===== src/rtl/sap_control_sequencer_if.sv =====
// Control/status bundle between the SAP sequencer (master) and the datapath (slave).
interface sap_control_sequencer_if;
  logic       run;
  logic [3:0] opcode;
  logic       alu_carry, alu_zero;
  logic       pc_out, pc_inc, jump;
  logic       mar_in, ram_in, ram_out;
  logic       ir_in, ir_out;
  logic       a_in, a_out, b_in, b_out;
  logic       alu_out, subtract;
  logic       out_in;
  logic [2:0] step;
  logic       halted;

  modport master (
    input  run, opcode, alu_carry, alu_zero,
    output pc_out, pc_inc, jump, mar_in, ram_in, ram_out, ir_in, ir_out,
           a_in, a_out, b_in, b_out, alu_out, subtract, out_in, step, halted
  );

  modport slave (
    output run, opcode, alu_carry, alu_zero,
    input  pc_out, pc_inc, jump, mar_in, ram_in, ram_out, ir_in, ir_out,
           a_in, a_out, b_in, b_out, alu_out, subtract, out_in, step, halted
  );
endinterface


===== src/rtl/sap_control_sequencer.sv =====
// SAP-1 style T-state control sequencer: fetch T0/T1, opcode-decoded execute T2..T4, sticky halt.
// Define JUMP_FLAGS_EN to add carry/zero flag registers and the JC (0x7) / JZ (0x8) opcodes.
module sap_control_sequencer #(
  parameter int              OP_W       = 4,
  parameter logic [OP_W-1:0] HLT_OPCODE = 4'hF,
  parameter logic [OP_W-1:0] OUT_OPCODE = 4'hE
) (
  input logic                  clock,
  input logic                  reset,
  sap_control_sequencer_if.master bus
);

  typedef enum logic [2:0] {T0 = 3'd0, T1 = 3'd1, T2 = 3'd2, T3 = 3'd3, T4 = 3'd4} step_t;

  step_t           step_q, step_d;
  logic            halted_q, halted_d;
  logic [OP_W-1:0] op;
  logic            is_hlt, is_out;

  logic pc_out_c, pc_inc_c, jump_c, mar_in_c, ram_in_c, ram_out_c, ir_in_c, ir_out_c;
  logic a_in_c, a_out_c, b_in_c, b_out_c, alu_out_c, subtract_c, out_in_c;

  assign op     = bus.opcode;
  assign is_hlt = (op == HLT_OPCODE);
  assign is_out = (op == OUT_OPCODE) && !is_hlt;

`ifdef JUMP_FLAGS_EN
  logic carry_f, zero_f, flag_ld;

  always_ff @(posedge clock or posedge reset) begin
    if (reset) begin
      carry_f <= 1'b0;
      zero_f  <= 1'b0;
    end else if (flag_ld) begin
      carry_f <= bus.alu_carry;
      zero_f  <= bus.alu_zero;
    end
  end
`else
  logic unused_alu_flags;
  assign unused_alu_flags = bus.alu_carry ^ bus.alu_zero;
`endif

  always_ff @(posedge clock or posedge reset) begin
    if (reset) begin
      step_q   <= T0;
      halted_q <= 1'b0;
    end else begin
      step_q   <= step_d;
      halted_q <= halted_d;
    end
  end

  always_comb begin
    step_d     = step_q;
    halted_d   = halted_q;
    pc_out_c   = 1'b0; pc_inc_c  = 1'b0; jump_c    = 1'b0;
    mar_in_c   = 1'b0; ram_in_c  = 1'b0; ram_out_c = 1'b0;
    ir_in_c    = 1'b0; ir_out_c  = 1'b0;
    a_in_c     = 1'b0; a_out_c   = 1'b0; b_in_c    = 1'b0; b_out_c = 1'b0;
    alu_out_c  = 1'b0; subtract_c = 1'b0; out_in_c = 1'b0;
`ifdef JUMP_FLAGS_EN
    flag_ld    = 1'b0;
`endif
    if (halted_q) begin
      step_d = T0;
    end else begin
      unique case (step_q)
        T0: begin
          // run only gates the start of an instruction; idle otherwise
          if (bus.run) begin
            pc_out_c = 1'b1; mar_in_c = 1'b1;
            step_d   = T1;
          end
        end
        T1: begin
          ram_out_c = 1'b1; ir_in_c = 1'b1; pc_inc_c = 1'b1;
          step_d    = T2;
        end
        T2: begin
          step_d = T0;
          if (is_hlt) begin
            halted_d = 1'b1;
          end else if (is_out) begin
            a_out_c = 1'b1; out_in_c = 1'b1;
          end else begin
            case (op)
              4'h1, 4'h2, 4'h3, 4'h4: begin
                ir_out_c = 1'b1; mar_in_c = 1'b1;
                step_d   = T3;
              end
              4'h5: begin ir_out_c = 1'b1; a_in_c = 1'b1; end
              4'h6: begin ir_out_c = 1'b1; jump_c = 1'b1; end
`ifdef JUMP_FLAGS_EN
              4'h7: begin ir_out_c = 1'b1; jump_c = carry_f; end
              4'h8: begin ir_out_c = 1'b1; jump_c = zero_f;  end
`endif
              default: ;
            endcase
          end
        end
        T3: begin
          step_d = T0;
          case (op)
            4'h1:       begin ram_out_c = 1'b1; a_in_c = 1'b1; end
            4'h2, 4'h3: begin ram_out_c = 1'b1; b_in_c = 1'b1; step_d = T4; end
            4'h4:       begin a_out_c = 1'b1; ram_in_c = 1'b1; end
            default: ;
          endcase
        end
        T4: begin
          alu_out_c  = 1'b1; a_in_c = 1'b1;
          subtract_c = (op == 4'h3);
`ifdef JUMP_FLAGS_EN
          flag_ld    = 1'b1;
`endif
          step_d     = T0;
        end
        default: step_d = T0;
      endcase
    end
  end

  // reset masks strobes immediately, not just after the step register clears
  assign bus.pc_out   = pc_out_c   & ~reset;
  assign bus.pc_inc   = pc_inc_c   & ~reset;
  assign bus.jump     = jump_c     & ~reset;
  assign bus.mar_in   = mar_in_c   & ~reset;
  assign bus.ram_in   = ram_in_c   & ~reset;
  assign bus.ram_out  = ram_out_c  & ~reset;
  assign bus.ir_in    = ir_in_c    & ~reset;
  assign bus.ir_out   = ir_out_c   & ~reset;
  assign bus.a_in     = a_in_c     & ~reset;
  assign bus.a_out    = a_out_c    & ~reset;
  assign bus.b_in     = b_in_c     & ~reset;
  assign bus.b_out    = b_out_c    & ~reset;
  assign bus.alu_out  = alu_out_c  & ~reset;
  assign bus.subtract = subtract_c & ~reset;
  assign bus.out_in   = out_in_c   & ~reset;
  assign bus.step     = step_q;
  assign bus.halted   = halted_q;

endmodule


===== src/flat_wrapper.sv =====
// flat-port wrapper written by rule: the top's interface ports become plain ports
module sap_control_sequencer_flat 
#(
  parameter int              OP_W       = 4,
  parameter logic [OP_W-1:0] HLT_OPCODE = 4'hF,
  parameter logic [OP_W-1:0] OUT_OPCODE = 4'hE
)
  (clock, reset, bus_run, bus_opcode, bus_alu_carry, bus_alu_zero, bus_pc_out, bus_pc_inc, bus_jump, bus_mar_in, bus_ram_in, bus_ram_out, bus_ir_in, bus_ir_out, bus_a_in, bus_a_out, bus_b_in, bus_b_out, bus_alu_out, bus_subtract, bus_out_in, bus_step, bus_halted);
  sap_control_sequencer_if bus_i ();
  input logic clock;
  input logic reset;
  input wire logic [$bits(bus_i.run)-1:0] bus_run;
  input wire logic [$bits(bus_i.opcode)-1:0] bus_opcode;
  input wire logic [$bits(bus_i.alu_carry)-1:0] bus_alu_carry;
  input wire logic [$bits(bus_i.alu_zero)-1:0] bus_alu_zero;
  output wire logic [$bits(bus_i.pc_out)-1:0] bus_pc_out;
  output wire logic [$bits(bus_i.pc_inc)-1:0] bus_pc_inc;
  output wire logic [$bits(bus_i.jump)-1:0] bus_jump;
  output wire logic [$bits(bus_i.mar_in)-1:0] bus_mar_in;
  output wire logic [$bits(bus_i.ram_in)-1:0] bus_ram_in;
  output wire logic [$bits(bus_i.ram_out)-1:0] bus_ram_out;
  output wire logic [$bits(bus_i.ir_in)-1:0] bus_ir_in;
  output wire logic [$bits(bus_i.ir_out)-1:0] bus_ir_out;
  output wire logic [$bits(bus_i.a_in)-1:0] bus_a_in;
  output wire logic [$bits(bus_i.a_out)-1:0] bus_a_out;
  output wire logic [$bits(bus_i.b_in)-1:0] bus_b_in;
  output wire logic [$bits(bus_i.b_out)-1:0] bus_b_out;
  output wire logic [$bits(bus_i.alu_out)-1:0] bus_alu_out;
  output wire logic [$bits(bus_i.subtract)-1:0] bus_subtract;
  output wire logic [$bits(bus_i.out_in)-1:0] bus_out_in;
  output wire logic [$bits(bus_i.step)-1:0] bus_step;
  output wire logic [$bits(bus_i.halted)-1:0] bus_halted;
  assign bus_i.run = bus_run;
  assign bus_i.opcode = bus_opcode;
  assign bus_i.alu_carry = bus_alu_carry;
  assign bus_i.alu_zero = bus_alu_zero;
  assign bus_pc_out = bus_i.pc_out;
  assign bus_pc_inc = bus_i.pc_inc;
  assign bus_jump = bus_i.jump;
  assign bus_mar_in = bus_i.mar_in;
  assign bus_ram_in = bus_i.ram_in;
  assign bus_ram_out = bus_i.ram_out;
  assign bus_ir_in = bus_i.ir_in;
  assign bus_ir_out = bus_i.ir_out;
  assign bus_a_in = bus_i.a_in;
  assign bus_a_out = bus_i.a_out;
  assign bus_b_in = bus_i.b_in;
  assign bus_b_out = bus_i.b_out;
  assign bus_alu_out = bus_i.alu_out;
  assign bus_subtract = bus_i.subtract;
  assign bus_out_in = bus_i.out_in;
  assign bus_step = bus_i.step;
  assign bus_halted = bus_i.halted;
  sap_control_sequencer #(.OP_W(OP_W), .HLT_OPCODE(HLT_OPCODE), .OUT_OPCODE(OUT_OPCODE)) u_core (.clock(clock), .reset(reset), .bus(bus_i));
endmodule

===== config.mk =====
export PLATFORM = sky130hd
export DESIGN_NAME = sap_control_sequencer_flat
export DESIGN_NICKNAME = d
export VERILOG_FILES = /design/src/rtl/sap_control_sequencer_if.sv /design/src/rtl/sap_control_sequencer.sv /design/src/flat_wrapper.sv
export SDC_FILE = /design/constraint.sdc
export NUM_CORES = 1
export LEC_CHECK = 0
export CAP_MARGIN = 20
export CORE_AREA = 2 2 39 41
export DETAILED_ROUTE_END_ITERATION = 12
export DIE_AREA = 0 0 41 43
export PLACE_DENSITY_LB_ADDON = 0.25
export SYNTH_ARGS = -nofsm -noshare
export SYNTH_HDL_FRONTEND = slang
export SYNTH_SLANG_ARGS = --single-unit

===== constraint.sdc =====
create_clock -name clock -period 3.59 [get_ports clock]
set_input_delay 0.5385 -clock clock [delete_from_list [all_inputs] [get_ports clock]]
set_output_delay 0.5385 -clock clock [all_outputs]
set_load 0.01 [all_outputs]

==> run notes <==
Before placement the cells fill 33.63% of the core. Entering global routing, the biggest net connects 13 pins. Summed over all nets, the switching power comes to 0.1443 mW. The run gives 1763 µm² as the overall die area.

The tools report the part of the total power dissipated in sequential elements as 32.1%. For reference, the top cells by area after synthesis are dfrtp_1 (22%), clkbuf_8 (5.9%), nor4_1 (5.4%). The worst hold path belongs to the class reg -> reg. The tools report the number of buffers created by CTS as 3.

Sort of element at the start of the critical path: a primary input. The endpoint identified for the worst register-to-register timing path is u_core.bus.halted. The level count of the clock H-tree is 1. Summing every instance area after synthesis gives 465.4 µm².

The post-synth tally of flip-flops with integrated enable came out at 0. Startpoint of the tightest hold check path: u_core.bus.step[2]. The fmax came out at 0.3399 GHz. The number of cells on the worst reg-to-reg path is 3.

The register with the most flip-flops in the layout has 3 of them. Initial antenna violation count: 0. The number of hold buffers added after CTS was 0.

The final layout contains 90 nets. The run finished with clean final reports. The number of ports placed on the die boundary was 28.

The tools report the overall track demand over capacity in global routing as 15.41%. The post-CTS clock slew at the launch and capture registers of the worst setup and hold paths was 0.04 ns. STA puts the critical path data required time at 3.05 ns.

In this run the horizontal extent of the chip is 41 µm. Number of global-route vias before repair: 457. TritonCTS built the clock tree.
## cell usage after synthesis (all sizes together), types with 2 or more instances
master and instances:
dfrtp 4, nor2 6, clkbuf 2, nor4 5, buf 4, inv 5, nor3 3, nor4b 2
o21ai 2, nor3b 2, a21oi 2, nand2 4, nand2b 2, or3 2
## area by class of cell
class	count	area [µm²]
Fill cell	146	696.9
Multi-Input combinational cell	43	285.3
Timing Repair Buffer	24	240.2
Sequential cell	4	100.1
Clock buffer	3	22.52
Tap cell	16	20.02
Inverter	5	18.77
## per-layer routing
metal / GRT usage, % / wire (µm) / vias to the layer above
met5: 0 / 0 / -
met4: 6.000 / 0 / 0
met3: 3.665 / 50 / 0
met2: 23.44 / 612 / 15
met1: 20.13 / 511 / 227
li1: - / - / 247
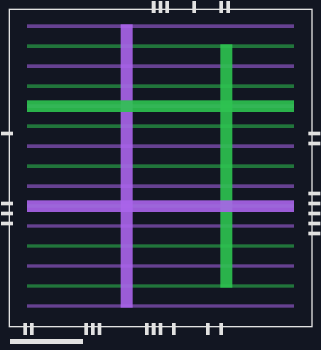
Figure 1: power grid.
The bar under the picture is 10 µm long. Pins as bars on the die edge.
- green: VDD
- purple: VSS
- signal pins: 28
- met1 rails: 15
- rows: 14
- met5 straps: 2
- met4 straps: 2
core region area: 1384 µm²
Die Span Y: 43 µm

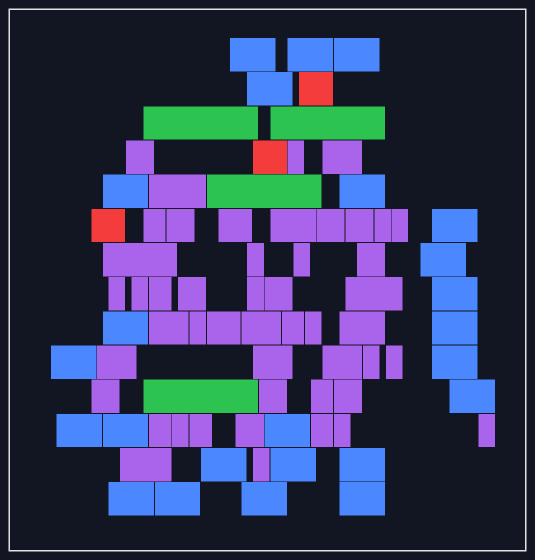
Figure 2: cells colored by class.
- green: sequential cells (cells 4)
- red: clock-net drivers (cells 3)
- blue: remaining buffers and delay cells (cells 24)
- purple: remaining logic cells (cells 48)
Non-Filler Cell Area, Final: 686.9 µm²
proportion of cell area occupied by registers: 14.57%
Row Count: 14
Core Util, Final: 49.64%

Power figures rest on the tool's default switching activity, not on a simulated workload.
